<file path="config.mk">
export PLATFORM = sky130hd
export DESIGN_NAME = fir_cfg_sequencer_flat
export DESIGN_NICKNAME = d
export VERILOG_FILES = /design/src/rtl/fir_cfg_sequencer_if.sv /design/src/rtl/fir_cfg_sequencer.sv /design/src/flat_wrapper.sv
export SDC_FILE = /design/constraint.sdc
export NUM_CORES = 1
export LEC_CHECK = 0
export ABC_AREA = 1
export CAP_MARGIN = 20
export CORE_MARGIN = 2
export CORE_UTILIZATION = 45
export DETAILED_ROUTE_END_ITERATION = 7
export GPL_ROUTABILITY_DRIVEN = 0
export PLACE_DENSITY = 0.63
export SLEW_MARGIN = 40
export SYNTH_ARGS = -nofsm -noshare
export SYNTH_HDL_FRONTEND = slang
export SYNTH_SLANG_ARGS = --single-unit
export TNS_END_PERCENT = 30
</file>
<file path="constraint.sdc">
create_clock -name clk -period 34.9 [get_ports clk]
set_clock_uncertainty 0.05 [all_clocks]
set_input_delay 6.98 -clock clk [delete_from_list [all_inputs] [get_ports clk]]
set_output_delay 6.98 -clock clk [all_outputs]
set_load 0.01 [all_outputs]
</file>
<file path="src/rtl/fir_cfg_sequencer_if.sv">
// fir_cfg_sequencer_if: host staging port, FIR coefficient/shift handshakes and status, seen from the sequencer.
interface fir_cfg_sequencer_if #(
  parameter int coef_width = 24,
  parameter int coef_count = 16,
  parameter int max_shift = 32
);
  localparam int coef_id_w = $clog2(coef_count);
  localparam int max_shift_w = $clog2(max_shift);
  logic host_wr_i;
  logic [coef_id_w-1:0] host_addr_i;
  logic [coef_width-1:0] host_data_i;
  logic host_shift_wr_i;
  logic [max_shift_w-1:0] host_shift_i;
  logic commit_i;
  logic busy_o;
  logic done_o;
  logic err_o;
  logic [coef_id_w-1:0] fir_addr_o;
  logic [coef_width-1:0] fir_coef_o;
  logic fir_coef_ready_o;
  logic fir_coef_done_i;
  logic [coef_width-1:0] fir_coef_r_i;
  logic fir_shift_ready_o;
  logic [max_shift_w-1:0] fir_shift_o;
  logic fir_shift_done_i;
  logic fir_flush_o;
  logic conv_done_i;
  logic out_valid_o;
  modport master (
    input host_wr_i, host_addr_i, host_data_i, host_shift_wr_i, host_shift_i, commit_i,
    input fir_coef_done_i, fir_coef_r_i, fir_shift_done_i, conv_done_i,
    output busy_o, done_o, err_o, fir_addr_o, fir_coef_o, fir_coef_ready_o,
    output fir_shift_ready_o, fir_shift_o, fir_flush_o, out_valid_o
  );
  modport slave (
    output host_wr_i, host_addr_i, host_data_i, host_shift_wr_i, host_shift_i, commit_i,
    output fir_coef_done_i, fir_coef_r_i, fir_shift_done_i, conv_done_i,
    input busy_o, done_o, err_o, fir_addr_o, fir_coef_o, fir_coef_ready_o,
    input fir_shift_ready_o, fir_shift_o, fir_flush_o, out_valid_o
  );
endinterface

</file>
<file path="src/rtl/fir_cfg_sequencer.sv">
// fir_cfg_sequencer: stages FIR coefficients/shift, replays them with readback verify,
// then flushes and discards settle_samples conversions before raising out_valid.
module fir_cfg_sequencer #(
  parameter int coef_width = 24,
  parameter int coef_count = 16,
  parameter int max_shift = 32,
  parameter int settle_samples = 20,
  parameter int timeout_cycles = 15
) (
  input logic clk,
  input logic rst,
  fir_cfg_sequencer_if.master bus
);
  localparam int iw = $clog2(coef_count);
  localparam int shw = $clog2(max_shift);
  localparam int tw = $clog2(timeout_cycles + 1);
  localparam int sw = $clog2(settle_samples + 1);
  localparam logic [iw-1:0] ilast = iw'(coef_count - 1);
  localparam logic [tw-1:0] tlast = tw'(timeout_cycles - 1);
  localparam logic [sw-1:0] slast = sw'(settle_samples - 1);
  typedef enum logic [3:0] {IDLE, WR_COEF, WAIT_ACK, VERIFY, WR_SHIFT, WAIT_SHIFT, FLUSH, SETTLE, ERROR} state_t;
  state_t state_q, state_d;
  logic [coef_width-1:0] stage_q [coef_count];
  logic [shw-1:0] shift_q;
  logic [iw-1:0] idx_q, idx_d;
  logic [tw-1:0] wcnt_q, wcnt_d;
  logic [sw-1:0] scnt_q, scnt_d;
  logic conv_q, err_q, err_d, ov_q, ov_d, done_q, done_d, rise;
  // Reset contents mirror the filter's own pass-through reset state.
  always_ff @(posedge clk or posedge rst)
    if (rst) begin
      for (int i = 0; i < coef_count; i++) stage_q[i] <= coef_width'(i == 0);
      shift_q <= '0;
    end else if (state_q == IDLE) begin
      if (bus.host_wr_i) stage_q[bus.host_addr_i] <= bus.host_data_i;
      if (bus.host_shift_wr_i) shift_q <= bus.host_shift_i;
    end
  always_ff @(posedge clk or posedge rst)
    if (rst) begin
      state_q <= IDLE;
      idx_q <= '0;
      wcnt_q <= '0;
      scnt_q <= '0;
      conv_q <= 1'b0;
      err_q <= 1'b0;
      ov_q <= 1'b0;
      done_q <= 1'b0;
    end else begin
      state_q <= state_d;
      idx_q <= idx_d;
      wcnt_q <= wcnt_d;
      scnt_q <= scnt_d;
      conv_q <= bus.conv_done_i;
      err_q <= err_d;
      ov_q <= ov_d;
      done_q <= done_d;
    end
  // conv_q tracks the level every cycle, so a level already high on entering SETTLE is not an edge.
  assign rise = bus.conv_done_i & ~conv_q;
  always_comb begin
    state_d = state_q;
    idx_d = idx_q;
    wcnt_d = wcnt_q;
    scnt_d = scnt_q;
    err_d = err_q;
    ov_d = ov_q;
    done_d = 1'b0;
    case (state_q)
      IDLE: if (bus.commit_i) begin
        state_d = WR_COEF;
        idx_d = '0;
        err_d = 1'b0;
        ov_d = 1'b0;
      end
      WR_COEF: begin
        state_d = WAIT_ACK;
        wcnt_d = '0;
      end
      WAIT_ACK: begin
        wcnt_d = wcnt_q + 1'b1;
        state_d = bus.fir_coef_done_i ? VERIFY : wcnt_q == tlast ? ERROR : WAIT_ACK;
      end
      VERIFY: begin
        state_d = bus.fir_coef_r_i != stage_q[idx_q] ? ERROR : idx_q == ilast ? WR_SHIFT : WR_COEF;
        if (state_d == WR_COEF) idx_d = idx_q + 1'b1;
      end
      WR_SHIFT: begin
        state_d = WAIT_SHIFT;
        wcnt_d = '0;
      end
      WAIT_SHIFT: begin
        wcnt_d = wcnt_q + 1'b1;
        state_d = bus.fir_shift_done_i ? FLUSH : wcnt_q == tlast ? ERROR : WAIT_SHIFT;
      end
      FLUSH: begin
        state_d = SETTLE;
        scnt_d = '0;
      end
      SETTLE: if (rise) begin
        scnt_d = scnt_q + 1'b1;
        if (scnt_q == slast) begin
          state_d = IDLE;
          done_d = 1'b1;
          ov_d = 1'b1;
        end
      end
      default: state_d = IDLE;
    endcase
    if (state_d == ERROR) err_d = 1'b1;
  end
  assign bus.busy_o = state_q != IDLE;
  assign bus.done_o = done_q;
  assign bus.err_o = err_q;
  assign bus.out_valid_o = ov_q;
  assign bus.fir_addr_o = idx_q;
  assign bus.fir_coef_ready_o = state_q == WR_COEF;
  assign bus.fir_coef_o = state_q == WR_COEF ? stage_q[idx_q] : '0;
  assign bus.fir_shift_ready_o = state_q == WR_SHIFT;
  assign bus.fir_shift_o = state_q == WR_SHIFT ? shift_q : '0;
  assign bus.fir_flush_o = state_q == FLUSH;
endmodule
</file>
<file path="src/flat_wrapper.sv">
// flat-port wrapper written by rule: the top's interface ports become plain ports
module fir_cfg_sequencer_flat 
#(
  parameter int coef_width = 24,
  parameter int coef_count = 16,
  parameter int max_shift = 32,
  parameter int settle_samples = 20,
  parameter int timeout_cycles = 15
)
  (clk, rst, bus_host_wr_i, bus_host_addr_i, bus_host_data_i, bus_host_shift_wr_i, bus_host_shift_i, bus_commit_i, bus_fir_coef_done_i, bus_fir_coef_r_i, bus_fir_shift_done_i, bus_conv_done_i, bus_busy_o, bus_done_o, bus_err_o, bus_fir_addr_o, bus_fir_coef_o, bus_fir_coef_ready_o, bus_fir_shift_ready_o, bus_fir_shift_o, bus_fir_flush_o, bus_out_valid_o);
  fir_cfg_sequencer_if #(.coef_width(coef_width), .coef_count(coef_count), .max_shift(max_shift)) bus_i ();
  input logic clk;
  input logic rst;
  input wire logic [$bits(bus_i.host_wr_i)-1:0] bus_host_wr_i;
  input wire logic [$bits(bus_i.host_addr_i)-1:0] bus_host_addr_i;
  input wire logic [$bits(bus_i.host_data_i)-1:0] bus_host_data_i;
  input wire logic [$bits(bus_i.host_shift_wr_i)-1:0] bus_host_shift_wr_i;
  input wire logic [$bits(bus_i.host_shift_i)-1:0] bus_host_shift_i;
  input wire logic [$bits(bus_i.commit_i)-1:0] bus_commit_i;
  input wire logic [$bits(bus_i.fir_coef_done_i)-1:0] bus_fir_coef_done_i;
  input wire logic [$bits(bus_i.fir_coef_r_i)-1:0] bus_fir_coef_r_i;
  input wire logic [$bits(bus_i.fir_shift_done_i)-1:0] bus_fir_shift_done_i;
  input wire logic [$bits(bus_i.conv_done_i)-1:0] bus_conv_done_i;
  output wire logic [$bits(bus_i.busy_o)-1:0] bus_busy_o;
  output wire logic [$bits(bus_i.done_o)-1:0] bus_done_o;
  output wire logic [$bits(bus_i.err_o)-1:0] bus_err_o;
  output wire logic [$bits(bus_i.fir_addr_o)-1:0] bus_fir_addr_o;
  output wire logic [$bits(bus_i.fir_coef_o)-1:0] bus_fir_coef_o;
  output wire logic [$bits(bus_i.fir_coef_ready_o)-1:0] bus_fir_coef_ready_o;
  output wire logic [$bits(bus_i.fir_shift_ready_o)-1:0] bus_fir_shift_ready_o;
  output wire logic [$bits(bus_i.fir_shift_o)-1:0] bus_fir_shift_o;
  output wire logic [$bits(bus_i.fir_flush_o)-1:0] bus_fir_flush_o;
  output wire logic [$bits(bus_i.out_valid_o)-1:0] bus_out_valid_o;
  assign bus_i.host_wr_i = bus_host_wr_i;
  assign bus_i.host_addr_i = bus_host_addr_i;
  assign bus_i.host_data_i = bus_host_data_i;
  assign bus_i.host_shift_wr_i = bus_host_shift_wr_i;
  assign bus_i.host_shift_i = bus_host_shift_i;
  assign bus_i.commit_i = bus_commit_i;
  assign bus_i.fir_coef_done_i = bus_fir_coef_done_i;
  assign bus_i.fir_coef_r_i = bus_fir_coef_r_i;
  assign bus_i.fir_shift_done_i = bus_fir_shift_done_i;
  assign bus_i.conv_done_i = bus_conv_done_i;
  assign bus_busy_o = bus_i.busy_o;
  assign bus_done_o = bus_i.done_o;
  assign bus_err_o = bus_i.err_o;
  assign bus_fir_addr_o = bus_i.fir_addr_o;
  assign bus_fir_coef_o = bus_i.fir_coef_o;
  assign bus_fir_coef_ready_o = bus_i.fir_coef_ready_o;
  assign bus_fir_shift_ready_o = bus_i.fir_shift_ready_o;
  assign bus_fir_shift_o = bus_i.fir_shift_o;
  assign bus_fir_flush_o = bus_i.fir_flush_o;
  assign bus_out_valid_o = bus_i.out_valid_o;
  fir_cfg_sequencer #(.coef_width(coef_width), .coef_count(coef_count), .max_shift(max_shift), .settle_samples(settle_samples), .timeout_cycles(timeout_cycles)) u_core (.clk(clk), .rst(rst), .bus(bus_i));
endmodule
</file>
==> flow_metrics.env <==
# yosys + openroad results
export IMPL_numCtsBuffers=46
export IMPL_wl_um=58600
export IMPL_cts_tree="yes"
export IMPL_place_ws_ps=24020
export IMPL_die_y_um=212
export IMPL_topCellsByArea="dfrtp_1 (53%), nand2_1 (18%), o21ai_0 (11%)"
export IMPL_clockRootBuffer="clkbuf_16"
export IMPL_cts_max_path_buffers=3
export IMPL_chip_area_um2=44800
export IMPL_finish_instance_area_um2=22300
export IMPL_ys_chip_area_um2=19400
export IMPL_synth_cells=2540
export IMPL_area_growth_pct=14.9
export IMPL_critPathMaxStageDelay_ps=860
export IMPL_num_vias=16836
export IMPL_startpoint_type="register"
export IMPL_p_sw_w=0.000597
export IMPL_netlist_top_cell_by_area="dfrtp_1"
export IMPL_comb_share_pct=35.8
export IMPL_min_period_ps=11300
export IMPL_finalSetupTns_ps=0
export IMPL_ys_seq_share_pct=52.9
export IMPL_common_cells="nand2_1 (934), o21ai_0 (438), dfrtp_1 (409), nor2_1 (181), nand3_1 (131)"
export IMPL_p_seq_share_pct=42.3
export IMPL_cts_setup_buffers=0
export IMPL_taps=546
export IMPL_grt_max_degree=99
export IMPL_top_cell_area_share_pct=52.8
export IMPL_p_clk_share_pct=29.8
export IMPL_yosys_cells=2540
export IMPL_drtPass1Iterations=5
export IMPL_ys_types=32
export IMPL_dominant_cells="sequential cells"
export IMPL_grt_use_total_pct=26.9
export IMPL_combPwrFrac_pct=28.0
export IMPL_power_density_nw_per_um2=77.0
export IMPL_cellInternalPower_w=0.00112
export IMPL_coreArea_um2=42800
export IMPL_yosysMostFrequentCell="nand2_1"
export IMPL_path_clk_slew_ps=60
export IMPL_first_iter_violations=1550
export IMPL_clk_latency_ps=560
export IMPL_port_buffers=104
export IMPL_rsz0062_at_grt="false"
export IMPL_ctsResizeCount=0
export IMPL_whs_path_depth=2
export IMPL_cp_num_buf_inv=3
export IMPL_vdd_ir_drop_max_uv=42.0
export IMPL_die_w_um=212
export IMPL_leakage_nw=10.6
export IMPL_grt_pass1_vias=16008
export IMPL_tool_warnings=27
export IMPL_fill_cells=4143
export IMPL_layout_setup_ws_ps=23600
export IMPL_ff_type="dfrtp_1"
export IMPL_rows=76
export IMPL_seq_share_pct=46.1
export IMPL_final_nonclk_buf_share_pct=5.68
export IMPL_critPathArrivalTime_ps=4270
export IMPL_endpoint_kind="output port"
export IMPL_crit_cells=9
export IMPL_holdPathEnd="u_core.stage_q[364]"
export IMPL_cp_top_family="buffers and inverters"
export IMPL_critPathKind="register to output port"
export IMPL_post_dp_hpwl_um=32600
export IMPL_r2r_cells=18
export IMPL_clkCellAreaFrac_pct=7.26
export IMPL_diodes=0
export IMPL_maxCapViolations=0
export IMPL_status="finished, final reports clean"
export IMPL_synth_edff_count=0
export IMPL_place_area_um2=20600
export IMPL_fin_nets=2607
export IMPL_timing_rr_start="u_core.bus.fir_addr_o[0]"
export IMPL_crit_fanout=88
export IMPL_lay_top_cells="nand2_1 (922), o21ai_0 (438), dfrtp_1 (408)"
export IMPL_wl_per_cell_um=18.8
export IMPL_fmax_ghz=0.0885
export IMPL_inverters=121
export IMPL_logic_area_um2=7970
export IMPL_async_flop_share_pct=100
export IMPL_report_final_slew_viol_count=0
-- metrics by stage --
step           util, %  hold slack, ps  instances
6_report          52.0             432       3121
5_1_grt           52.0             445       3121
4_1_cts           52.0             433       3121
3_5_place_dp      48.2             417       3036
3_3_place_gp      48.0             410       3035
2_1_floorplan        -             398       2540
-- registers in the layout, summed over array words and instances (netlist names) --
register,cells
u_core.stage_q,384
u_core.scnt_q,5
u_core.shift_q,5
u_core.bus.fir_addr_o,4
u_core.state_q,4
u_core.wcnt_q,4
u_core.bus.done_o,1
u_core.bus.err_o,1
u_core.bus.out_valid_o,1
u_core.conv_q,1
-- power groups by stage --
stage	sequential, W	clock [W]	combinational, W
floorplan	0.000700	0	0.000364
global placement	0.000723	0	0.000465
detailed placement	0.000728	0	0.000480
CTS	0.000721	0.000517	0.000481
global route	0.000743	0.000537	0.000557
finish	0.000724	0.000510	0.000480
-- per-layer routing --
layer	share of wire [%]	routed length, um	global-route usage, %
met5	0	0	0
met4	2.6	1540	7.99
met3	5.9	3480	3.71
met2	46	27200	44.3
met1	45	26400	37.1
-- worst reg2reg max path, stage by stage (launching register included) --
cell and delay [ps]:
dfrtp_4 860, buf_6 750, buf_6 620, nand2_1 110, nand3_1 110, nand2_1 60
nor2_1 160, nand2_1 140, nand2_1 80, nand2_1 40, nand2_1 50, nand2_1 60
nor2_1 240, nand2_1 220, nor2_2 200, nand3_2 170, nand2_2 140, nand2_1 70
nand2_1 60
-- kinds of logic (layout without fill, tap and decap cells) --
group                    count (synthesis)  in the layout  synth area share (%)
AND/OR/NAND/NOR                       1279           1279                  26.1
flip-flops                             410            410                  52.9
buffers and inverters                  298            333                  6.34
AND-OR/OR-AND                          545            545                  14.2
adder cells (fa/ha/maj)                  4              4                 0.258
XOR/XNOR                                 4              4                 0.181
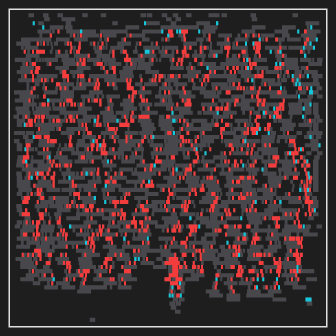
logic_types.png
- red: nand cells (cells 1082; most used nand2_1; where widely spread)
- cyan: inv cells (cells 121; most used inv_1; where widely spread)

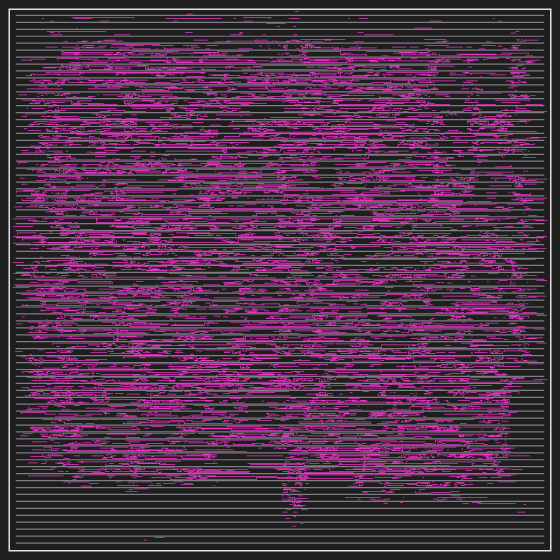
layer_met1.png
Supply wires on this layer in gray.
- wire length on this layer: 26.4 mm
- longest straight run: 84.6 um
- share of all routed wire: 45%
- main direction: horizontal
- nets with wire on the layer: 2416

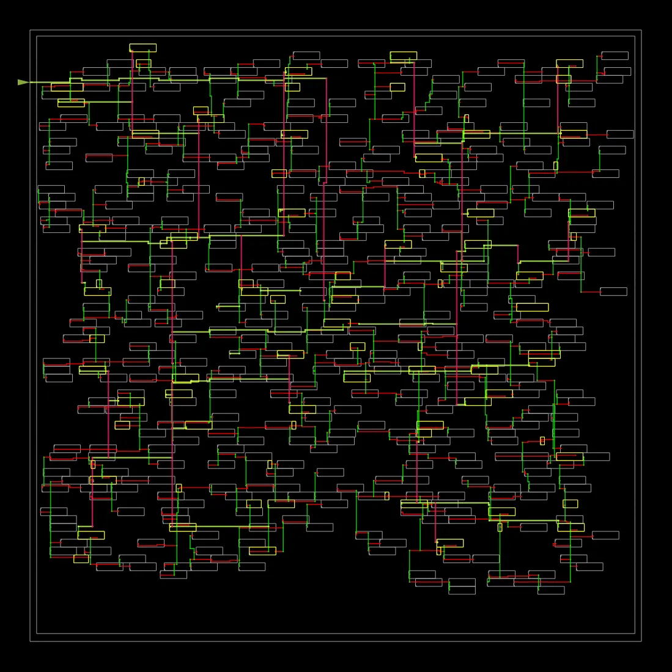
clocks.png
Sink Count: 410
Seq Cell Count: 410

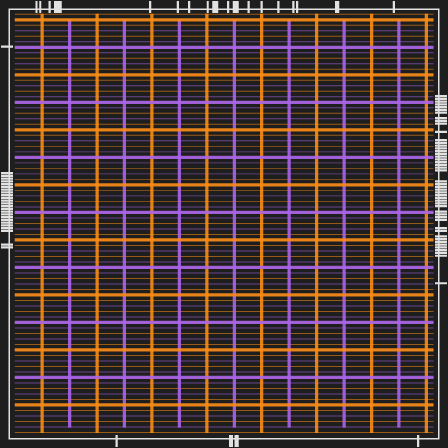
power_grid.png
Pins as bars on the die edge.
- purple: VDD
- orange: VSS
- met4 straps: 15
- rows: 76

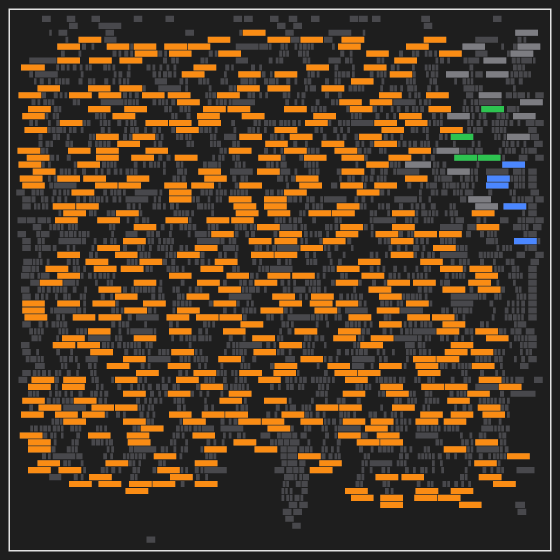
flops_by_reg.png
- green: u_core.state_q (placed flops 4; where top right)
- blue: u_core.shift_q (placed flops 5)
- orange: u_core.stage_q (placed flops 384; where widely spread)

Power and IR drop assume default switching activity.
